Fig. 1: clock network drawn from the DEF
Bar = 20 um.
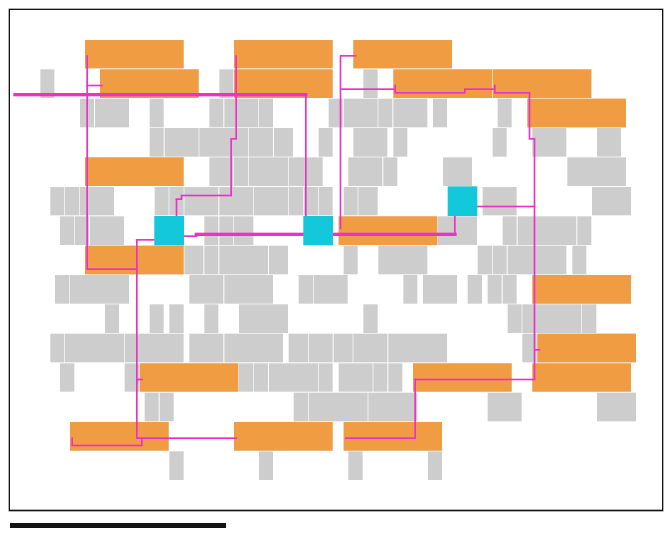
Fig. 2: metal layers overlaid
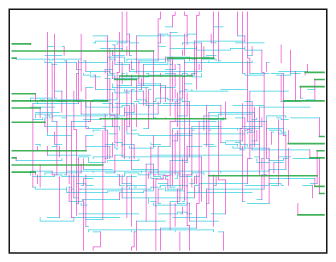
Fig. 3: ports around the boundary
Pins as bars across the die edge, other pins in grey.
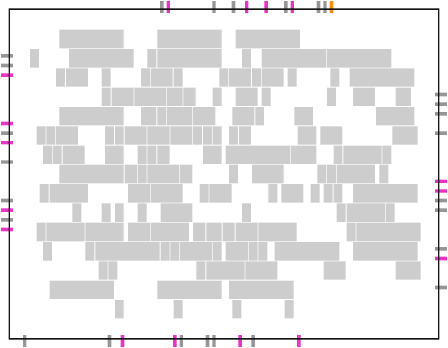
**src/rtl/program_counter_fetch.sv**
```systemverilog
// ============================================================================
// program_counter_fetch
//
// Purpose:
//   16-bit program counter with a fetch-side valid/ready handshake. The PC is
//   presented on 'out' to instruction memory; it advances by one (through an
//   Increment16 instance) when memory accepts the address and 'inc' permits
//   it. Priority per cycle: clear > load/call > ret > advance > hold. One
//   bubble (out_valid=0) is inserted after reset and after every redirect.
//
// Optional feature macro: PC_RETURN_STACK_EN
//   Defined   : a RAS_DEPTH x 16 return-address stack backs call/ret, and
//               ras_err reports push-when-full / pop-when-empty.
//   Undefined : call behaves exactly as load, ret is ignored, ras_err is 0,
//               and no stack storage exists.
//
// Parameters:
//   WIDTH        PC width (only 16 is legal, Increment16 is fixed width)
//   RESET_VECTOR PC value after reset and after clear
//   RAS_DEPTH    return-stack entries (used only with PC_RETURN_STACK_EN)
//
// Ports:
//   clk        in   1      rising-edge clock
//   rst_n      in   1      asynchronous active-low reset
//   clear      in   1      synchronous clear to RESET_VECTOR, state BOOT
//   load       in   1      redirect to load_addr
//   load_addr  in   WIDTH  redirect / call target
//   inc        in   1      permit advance on handshake
//   out        out  WIDTH  current PC (fetch address)
//   out_valid  out  1      out is a fetchable address
//   out_ready  in   1      instruction memory accepts out this cycle
//   wrap       out  1      sticky: PC advanced from FFFF to 0000
//   call       in   1      push out+1 and redirect to load_addr
//   ret        in   1      pop return address into PC
//   ras_err    out  1      sticky: push when full or pop when empty
// ============================================================================

// Plain 16-bit incrementer; the carry out marks the FFFF -> 0000 wrap.
module Increment16 (
   input  logic [15:0] a_i,
   output logic [15:0] sum_o,
   output logic        carry_o
);

   // Widen by one bit so the carry falls out of the same addition.
   assign {carry_o, sum_o} = {1'b0, a_i} + 17'd1;

endmodule

module program_counter_fetch #(
   parameter int               WIDTH        = 16,
   parameter logic [WIDTH-1:0] RESET_VECTOR = '0,
   parameter int               RAS_DEPTH    = 4
) (
   input  logic             clk,
   input  logic             rst_n,
   input  logic             clear,
   input  logic             load,
   input  logic [WIDTH-1:0] load_addr,
   input  logic             inc,
   output logic [WIDTH-1:0] out,
   output logic             out_valid,
   input  logic             out_ready,
   output logic             wrap,
   input  logic             call,
   input  logic             ret,
   output logic             ras_err
);

   // The incrementer is a fixed 16-bit block and the stack needs at least
   // one entry, so any other configuration is refused at elaboration.
   if (WIDTH != 16 || RAS_DEPTH < 1) begin : gBadParams
      $error("program_counter_fetch: WIDTH must be 16 and RAS_DEPTH >= 1");
   end

   typedef enum logic [1:0] {
      BOOT  = 2'd0,
      RUN   = 2'd1,
      FLUSH = 2'd2
   } state_e;

   state_e           state_q, state_d;
   logic [WIDTH-1:0] pc_q, pc_d;
   logic             wrap_q, wrap_d;

   logic [WIDTH-1:0] pcPlusOne;
   logic             pcCarry;

   logic             accept;
   logic             redirect;
   logic             retReq;
   logic             pop;
   logic [WIDTH-1:0] popData;
   logic             advance;

   Increment16 uInc (
      .a_i     (pc_q),
      .sum_o   (pcPlusOne),
      .carry_o (pcCarry)
   );

   assign accept = out_valid & out_ready;

   // call is always a redirect; with the stack enabled it also pushes.
   assign redirect = ~clear & (load | call);

`ifdef PC_RETURN_STACK_EN

   localparam int SPW  = $clog2(RAS_DEPTH + 1);
   localparam int IDXW = (RAS_DEPTH > 1) ? $clog2(RAS_DEPTH) : 1;

   logic [WIDTH-1:0] ras_q [RAS_DEPTH];
   logic [SPW-1:0]   sp_q, sp_d;
   logic             rasErr_q, rasErr_d;

   logic             rasFull;
   logic             rasEmpty;
   logic             push;
   logic             pushOverflow;
   logic             popUnderflow;
   logic [SPW-1:0]   spMinusOne;
   logic [IDXW-1:0]  pushIdx;
   logic [IDXW-1:0]  popIdx;

   assign rasFull      = (sp_q == SPW'(RAS_DEPTH));
   assign rasEmpty     = (sp_q == '0);
   assign spMinusOne   = sp_q - SPW'(1);
   assign pushIdx      = sp_q[IDXW-1:0];
   assign popIdx       = spMinusOne[IDXW-1:0];

   // ret only counts when nothing of higher priority is asserted, which
   // also makes a simultaneous call win over ret.
   assign retReq       = ~clear & ~load & ~call & ret;
   assign pop          = retReq & ~rasEmpty;
   assign popUnderflow = retReq & rasEmpty;
   assign push         = ~clear & call & ~rasFull;
   assign pushOverflow = ~clear & call & rasFull;
   assign popData      = ras_q[popIdx];

   // Stack pointer and sticky error next-state. A full push is dropped but
   // the redirect still happens; an empty pop leaves the PC alone.
   always_comb begin
      sp_d     = sp_q;
      rasErr_d = rasErr_q;
      if (clear) begin
         sp_d     = '0;
         rasErr_d = 1'b0;
      end else begin
         if (push) begin
            sp_d = sp_q + SPW'(1);
         end else if (pop) begin
            sp_d = spMinusOne;
         end
         if (pushOverflow || popUnderflow) begin
            rasErr_d = 1'b1;
         end
      end
   end

   // Pointer and error flag reset asynchronously; reset empties the stack.
   always_ff @(posedge clk or negedge rst_n) begin
      if (!rst_n) begin
         sp_q     <= '0;
         rasErr_q <= 1'b0;
      end else begin
         sp_q     <= sp_d;
         rasErr_q <= rasErr_d;
      end
   end

   // Stack storage needs no reset: entries are only read below the pointer.
   always_ff @(posedge clk) begin
      if (push) begin
         ras_q[pushIdx] <= pcPlusOne;
      end
   end

   assign ras_err = rasErr_q;

`else

   logic unusedRet;

   // Without the stack, ret has no effect and call already acts as load.
   assign unusedRet = ret;
   assign retReq    = 1'b0;
   assign pop       = 1'b0;
   assign popData   = '0;
   assign ras_err   = 1'b0;

`endif

   // Advance needs a real handshake and no higher-priority request; an
   // accept coinciding with a redirect is simply dropped.
   assign advance = ~clear & ~load & ~call & ~retReq & accept & inc;

   // State register: BOOT out of reset, one bubble before fetching.
   always_ff @(posedge clk or negedge rst_n) begin
      if (!rst_n) begin
         state_q <= BOOT;
      end else begin
         state_q <= state_d;
      end
   end

   // Next-state logic. Any redirect (including a successful pop) forces a
   // one-cycle FLUSH bubble even if we were already in BOOT or FLUSH.
   always_comb begin
      state_d = state_q;
      if (clear) begin
         state_d = BOOT;
      end else if (redirect || pop) begin
         state_d = FLUSH;
      end else begin
         unique case (state_q)
            BOOT:    state_d = RUN;
            FLUSH:   state_d = RUN;
            RUN:     state_d = RUN;
            default: state_d = BOOT;
         endcase
      end
   end

   // Output logic: only RUN presents a fetchable address.
   always_comb begin
      out_valid = (state_q == RUN);
      out       = pc_q;
      wrap      = wrap_q;
   end

   // PC and wrap next-state in priority order. wrap is sticky and only a
   // real sequential advance past FFFF sets it; load never clears it.
   always_comb begin
      pc_d   = pc_q;
      wrap_d = wrap_q;
      if (clear) begin
         pc_d   = RESET_VECTOR;
         wrap_d = 1'b0;
      end else if (redirect) begin
         pc_d = load_addr;
      end else if (pop) begin
         pc_d = popData;
      end else if (advance) begin
         pc_d = pcPlusOne;
         if (pcCarry) begin
            wrap_d = 1'b1;
         end
      end
   end

   // PC and wrap registers; reset takes effect immediately.
   always_ff @(posedge clk or negedge rst_n) begin
      if (!rst_n) begin
         pc_q   <= RESET_VECTOR;
         wrap_q <= 1'b0;
      end else begin
         pc_q   <= pc_d;
         wrap_q <= wrap_d;
      end
   end

endmodule
```
**config.mk**
```make
export PLATFORM = sky130hd
export DESIGN_NAME = program_counter_fetch
export DESIGN_NICKNAME = d
export VERILOG_FILES = /design/src/rtl/program_counter_fetch.sv
export SDC_FILE = /design/constraint.sdc
export NUM_CORES = 1
export LEC_CHECK = 0
export CORE_ASPECT_RATIO = 0.75
export CORE_MARGIN = 2
export CORE_UTILIZATION = 55
export CTS_CLUSTER_DIAMETER = 50
export CTS_CLUSTER_SIZE = 12
export DETAILED_ROUTE_END_ITERATION = 6
export DONT_BUFFER_PORTS = 1
export MAX_ROUTING_LAYER = met4
export PLACE_DENSITY = 0.74
export RECOVER_POWER = 25
export SETUP_SLACK_MARGIN = 0.05
export SYNTH_ARGS = -nofsm -noshare
export SYNTH_HDL_FRONTEND = slang
export SYNTH_HIERARCHICAL = 1
export SYNTH_SLANG_ARGS = --single-unit
```
**constraint.sdc**
```tcl
create_clock -name clk -period 3.1 [get_ports clk]
set_input_delay 0.62 -clock clk [delete_from_list [all_inputs] [get_ports clk]]
set_output_delay 0.62 -clock clk [all_outputs]
set_load 0.02 [all_outputs]
```
==> flow_summary_export.csv <==
group,metric,value,unit
placement,postPlaceCellArea,1290,um^2
yosys,ys_ff,19,
die,rows,15,
setup_path,r2r_cells,6,
setup_path,crit_end,"out[14]",
power,cell_internal_pwr,0.341,mW
yosys,synthXorXnorAreaFrac,9.37,%
layout,clockNetworkAreaShare,1.99,%
layout,layout_top_cell,"nand2_1",
final_timing,layout_min_cycle_time,2.01,ns
placement,dp_hpwl,1910,um
yosys,logic_family,"simple AND/OR/NAND/NOR gates",
final_timing,setup_viol,0,
placement,dpl_worst_slack,1.12,ns
yosys,top_cells_by_count,"nand2_1, nor2_1, dfrtp_1, xor2_1, a311oi_2",
placement,gp_congestion,0.788,
global_routing,grt_use_met1,27.4,%
final_timing,layout_setup_ws,1.09,ns
detailed_routing,wl_met1,1200,um
layout,fin_cells,176,
cts,cts_tree,"built",
setup_path,slowest_stage,"dfrtp_1",
setup_path,path_cells,"ha_1 > nand4_2 > nor4_2 > xor2_1 > nand2_1 > a311oi_2",
outcome,outcome,"finished, final reports clean",
cts,numCtsBuffers,3,
yosys,yosys_cells,145,
final_timing,hold_viol,0,
setup_path,cp.arrival,2.22,ns
cts,htreeDepth,1,
yosys,avgSynthCellArea,9.03,um^2
die,pin_count,43,
yosys,synth-async-reset-ratio,100,%
cts,clkTransAtPathRegs,0.11,ns
yosys,yosysWarnings,6,
layout,logic_area,749,um^2
yosys,mux_share,0,%
cts,hold_buffers,1,
worst_hold_path,hold_path_end,"out[5]",
global_routing,grt_most_used_layer,"met2",
detailed_routing,ant_nets,0,
yosys,synthAoiAreaFrac,16.2,%
power,power.leakage,0.529,nW
yosys,syn_nets,170,
yosys,top_cell,"nand2_1",
die,tapCellCount,34,
layout,synthToLayoutAreaGrowth,1.05,%
power,peakVddDrop,0.000234,V
Back to the opening pictures, Fig. 1:
cyan -> clock-net drivers  # count 3
magenta -> clock wires  # length 252 um
orange -> flip-flops  # count 19
flops lie = spread over the die
routed clock nets = 4
Insertion Delay late pin: 0.29 ns
clk pwr: 0.126 mW

Back to the opening pictures, Fig. 2:
magenta -> M2  # wire length 1,270 um
green -> M3  # wire length 209 um
cyan -> M1  # wire length 1,200 um
total track usage: 22.2%
Avg WL per Cell: 15.2 um
final WL: 2670 um
via count: 1,014

Back to the opening pictures, Fig. 3:
magenta -> `load_addr`  # pins 16, direction input, edge 5 west, 4 south, 4 north, 3 east
orange -> `call`  # pins 1, direction input, edge north
all pins by edge = 11 north, 11 east, 11 west, 10 south
I/O Buffers: 0
Die Y: 46.2 um

No activity file was given, so power comes from the tool's default toggle rates.
